### config.mk
export PLATFORM = sky130hd
export DESIGN_NAME = imem_loader
export DESIGN_NICKNAME = d
export VERILOG_FILES = /design/src/rtl/imem_loader.sv
export SDC_FILE = /design/constraint.sdc
export NUM_CORES = 1
export LEC_CHECK = 0
export CAP_MARGIN = 10
export CORE_ASPECT_RATIO = 0.8
export CORE_MARGIN = 1
export CORE_UTILIZATION = 53
export DETAILED_ROUTE_END_ITERATION = 10
export GPL_TIMING_DRIVEN = 0
export PLACE_DENSITY = 0.84
export SLEW_MARGIN = 20
export SYNTH_ARGS = -nofsm -noshare
export SYNTH_HDL_FRONTEND = slang
export SYNTH_SLANG_ARGS = --single-unit
### constraint.sdc
create_clock -name clock_i -period 5.29 [get_ports clock_i]
set_input_delay 1.058 -clock clock_i [delete_from_list [all_inputs] [get_ports clock_i]]
set_output_delay 1.058 -clock clock_i [all_outputs]
set_load 0.1 [all_outputs]
### src/rtl/imem_loader.sv
// imem_loader: byte stream -> big-endian 32-bit words written to instruction memory from word 0, core held until done.
// Optional IMEM_LOADER_CHECKSUM_EN: trailing XOR checksum byte verified before releasing the core.
module imem_loader #(
    parameter int ADDR_W    = 6,
    parameter int MAX_WORDS = 64
) (
    input  logic              clock_i,
    input  logic              reset_i,
    input  logic              start_i,
    input  logic [7:0]        byte_in_i,
    input  logic              byte_valid_i,
    output logic              byte_ready_o,
    output logic [ADDR_W-1:0] mem_addr_o,
    output logic [31:0]       mem_data_o,
    output logic              mem_we_o,
    output logic              cpu_hold_o,
    output logic              done_o,
    output logic              err_o,
    output logic [ADDR_W:0]   word_count_o
);
    typedef enum logic [2:0] {
        S_IDLE,
        S_LEN,
        S_DATA,
        S_WRITE,
`ifdef IMEM_LOADER_CHECKSUM_EN
        S_CHK,
`endif
        S_DONE
    } state_t;

    localparam logic [8:0] MAX_L = 9'(MAX_WORDS);

    state_t            state_q;
    logic              byte_ready_q;
    logic [ADDR_W-1:0] mem_addr_q;
    logic [31:0]       mem_data_q;
    logic              mem_we_q;
    logic              cpu_hold_q;
    logic              done_q;
    logic              err_q;
    logic [ADDR_W:0]   wc_q;
    logic [ADDR_W:0]   len_q;
    logic [1:0]        cnt_q;
    logic [ADDR_W:0]   wc_d;
    logic              xfer;
    logic              bad_len;
`ifdef IMEM_LOADER_CHECKSUM_EN
    logic [7:0]        csum_q;
`endif

    assign xfer    = byte_valid_i & byte_ready_q;
    assign bad_len = byte_in_i == 8'd0 || {1'b0, byte_in_i} > MAX_L;
    assign wc_d    = wc_q + 1'b1;

    assign byte_ready_o = byte_ready_q;
    assign mem_addr_o   = mem_addr_q;
    assign mem_data_o   = mem_data_q;
    assign mem_we_o     = mem_we_q;
    assign cpu_hold_o   = cpu_hold_q;
    assign done_o       = done_q;
    assign err_o        = err_q;
    assign word_count_o = wc_q;

    // The word is assembled directly in the data output register; it is only sampled when mem_we is high.
    always_ff @(posedge clock_i or posedge reset_i) begin
        if (reset_i) begin
            state_q      <= S_IDLE;
            byte_ready_q <= 1'b0;
            mem_addr_q   <= '0;
            mem_data_q   <= '0;
            mem_we_q     <= 1'b0;
            cpu_hold_q   <= 1'b1;
            done_q       <= 1'b0;
            err_q        <= 1'b0;
            wc_q         <= '0;
            len_q        <= '0;
            cnt_q        <= '0;
`ifdef IMEM_LOADER_CHECKSUM_EN
            csum_q       <= '0;
`endif
        end else begin
            mem_we_q <= 1'b0;
            case (state_q)
                S_IDLE, S_DONE: if (start_i) begin
                    done_q       <= 1'b0;
                    err_q        <= 1'b0;
                    wc_q         <= '0;
                    cpu_hold_q   <= 1'b1;
                    byte_ready_q <= 1'b1;
                    state_q      <= S_LEN;
                end
                S_LEN: if (xfer) begin
                    if (bad_len) begin
                        err_q        <= 1'b1;
                        byte_ready_q <= 1'b0;
                        state_q      <= S_IDLE;
                    end else begin
                        len_q   <= (ADDR_W+1)'(byte_in_i);
                        cnt_q   <= '0;
`ifdef IMEM_LOADER_CHECKSUM_EN
                        csum_q  <= '0;
`endif
                        state_q <= S_DATA;
                    end
                end
                S_DATA: if (xfer) begin
                    mem_data_q <= {mem_data_q[23:0], byte_in_i};
                    cnt_q      <= cnt_q + 1'b1;
`ifdef IMEM_LOADER_CHECKSUM_EN
                    csum_q     <= csum_q ^ byte_in_i;
`endif
                    if (cnt_q == 2'd3) begin
                        mem_we_q     <= 1'b1;
                        mem_addr_q   <= wc_q[ADDR_W-1:0];
                        byte_ready_q <= 1'b0;
                        state_q      <= S_WRITE;
                    end
                end
                S_WRITE: begin
                    wc_q <= wc_d;
                    if (wc_d == len_q) begin
`ifdef IMEM_LOADER_CHECKSUM_EN
                        byte_ready_q <= 1'b1;
                        state_q      <= S_CHK;
`else
                        done_q       <= 1'b1;
                        cpu_hold_q   <= 1'b0;
                        state_q      <= S_DONE;
`endif
                    end else begin
                        byte_ready_q <= 1'b1;
                        state_q      <= S_DATA;
                    end
                end
`ifdef IMEM_LOADER_CHECKSUM_EN
                S_CHK: if (xfer) begin
                    byte_ready_q <= 1'b0;
                    if (byte_in_i == csum_q) begin
                        done_q     <= 1'b1;
                        cpu_hold_q <= 1'b0;
                        state_q    <= S_DONE;
                    end else begin
                        err_q   <= 1'b1;
                        state_q <= S_IDLE;
                    end
                end
`endif
                default: state_q <= S_IDLE;
            endcase
        end
    end
endmodule

==> impl_metrics.py <==
# Physical implementation metrics
metrics = {
    "setup_path": {
        "worstPathRequired_ns": 5.51,
        "crit_chain": "clkdlybuf4s50_1, or4_1, o31a_1, or3_4, nor3_4, mux2_2",
        "crit_path_start_kind": "input port",
        "end_kind": "flip-flop",
        "r2r-start": "state_q[0]$_DFFE_PP0P_",
        "crit_path_end": "len_q[3]$_DFFE_PP0P_",
        "path_depth": 6,
        "regToRegSetupSlack_ns": 2.64,
        "path_class": "input port to flip-flop",
        "reg2regPathDepth": 5,
        "cp_top_family": "simple AND/OR/NAND/NOR gates",
    },
    "clock_network": {
        "holdBufCountCts": 0,
        "cts_tree": "yes",
        "h-tree-depth": 3,
        "cts_resized": 0,
        "clock-root-buffer": "clkbuf_8",
        "clock_path_buffers": 2,
        "clkTransAtPathRegs_ns": 0.07,
        "cts_buffers": 9,
        "postCtsSetupBuffers": 0,
    },
    "detailed_routing": {
        "vias": 1886,
        "vias_per_cell": 5.50,
        "drt_iter0_drc": 86,
        "routed_wl_mm": 5.70,
        "drc": 0,
        "m1WireLength_mm": 2.66,
        "routedWlPerCell_um": 16.6,
        "detail_route.first_pass.iterations": 4,
        "top_layer": "met4",
        "ant_nets": 0,
    },
    "final_layout": {
        "design_area_um2": 3570,
        "largest_register_ffs": 32,
        "num-multi-input-gates": 132,
        "area_growth_pct": 33.7,
        "drive_above_1_share_pct": 24.7,
        "final_cell_mix": "61 x dfrtp_1, 61 x clkdlybuf4s50_1, 45 x mux2_2",
        "n_fill_cell": 316,
        "regArea_um2": 1550,
        "layout.nonclk_buf_share_pct": 18.4,
        "comb_area_share_pct": 30.3,
        "nNonClkBuffers": 69,
        "seq_area_share_pct": 43.5,
    },
    "logic_synthesis": {
        "ys_chip_area_um2": 2670,
        "netlist_area_um2": 2670,
        "yosysMostFrequentCell": "dfrtp_1",
        "ys_top_cells_by_count": "61 x dfrtp_1, 45 x mux2_2, 12 x nand2_1, 9 x nor2_1",
        "syn_area_per_cell_um2": 13.0,
        "ys_cells": 205,
        "fp_nets": 219,
        "edf_count": 0,
        "async_flop_share_pct": 100,
        "synthAdderAreaFrac_pct": 0.937,
        "netlist_logic_family_top": "multiplexers",
        "synth-xor-area-share_pct": 3.61,
        "simple_gate_share_pct": 9.37,
        "ys_types": 40,
        "netlist.area_leader.share_pct": 57.2,
        "ff_type": "dfrtp_1",
        "ys.flops": 62,
        "seq_area_frac_synth_pct": 58.2,
    },
    "global_route": {
        "grt_pass1_wl_mm": 9.27,
        "antenna_found_initial": 0,
        "grt.overflow.total": 0,
        "grt_pass1_vias": 1880,
        "track_usage_pct": 24.3,
        "met2_usage_pct": 35.5,
        "busiest_layer": "met2",
        "grtUsageMet3_pct": 9.72,
    },
    "place": {
        "hpwlAfterDp_mm": 3.97,
        "place_worst_setup_slack_ns": 1.57,
        "postPlaceCellArea_um2": 3380,
        "dp_cells": 327,
        "routabilityCongestion": 0.874,
        "port-buffer-count": 61,
    },
    "die": {
        "pin_count": 62,
        "num_rows": 22,
        "core_um2": 4710,
        "fp_util_pct": 56.7,
        "die_y_um": 65.5,
        "tap_cells": 60,
    },
    "timing": {
        "finalHoldViolCount": 0,
        "fin_ws_ns": 1.91,
        "finalCritPeriodShare_pct": 63.8,
        "fmax_ghz": 0.296,
        "slew_headroom_pct": 34.4,
        "slew_viol_final": 0,
    },
    "hold_path": {
        "min_from": "mem_addr_o[4]$_DFFE_PP0P_",
        "worstHoldEndpoint": "mem_addr_o[4]$_DFFE_PP0P_",
        "whs_path_depth": 1,
    },
    "run_status": {
        "status": "completed",
    },
    "run": {
        "cap_violations": 0,
        "tool_warnings": 26,
    },
}
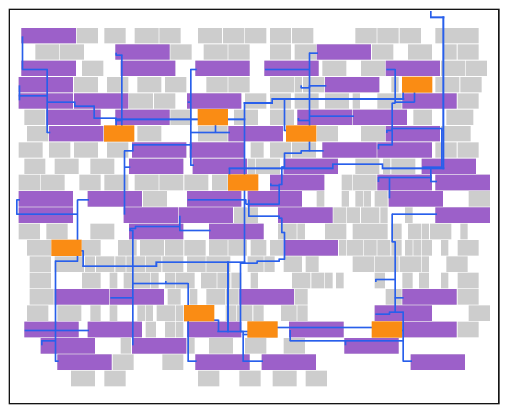
clk_routes.png
Scale: 6 px per µm.
[blue] clock wires | length: 725 µm
[purple] flip-flops | count: 62
[orange] clock drivers | count: 9
flops lie: all over the die
Worst Clk Skew: 0.00499 ns
Clock Latency Late Sink: 0.34 ns

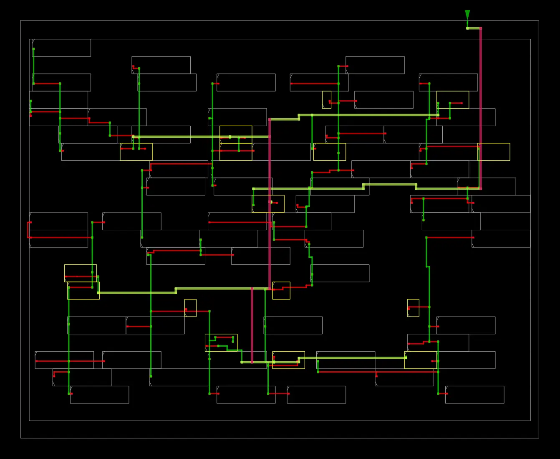
clocks.png
Seq cells: 62
clock buffers: 13
clock sink count: 62

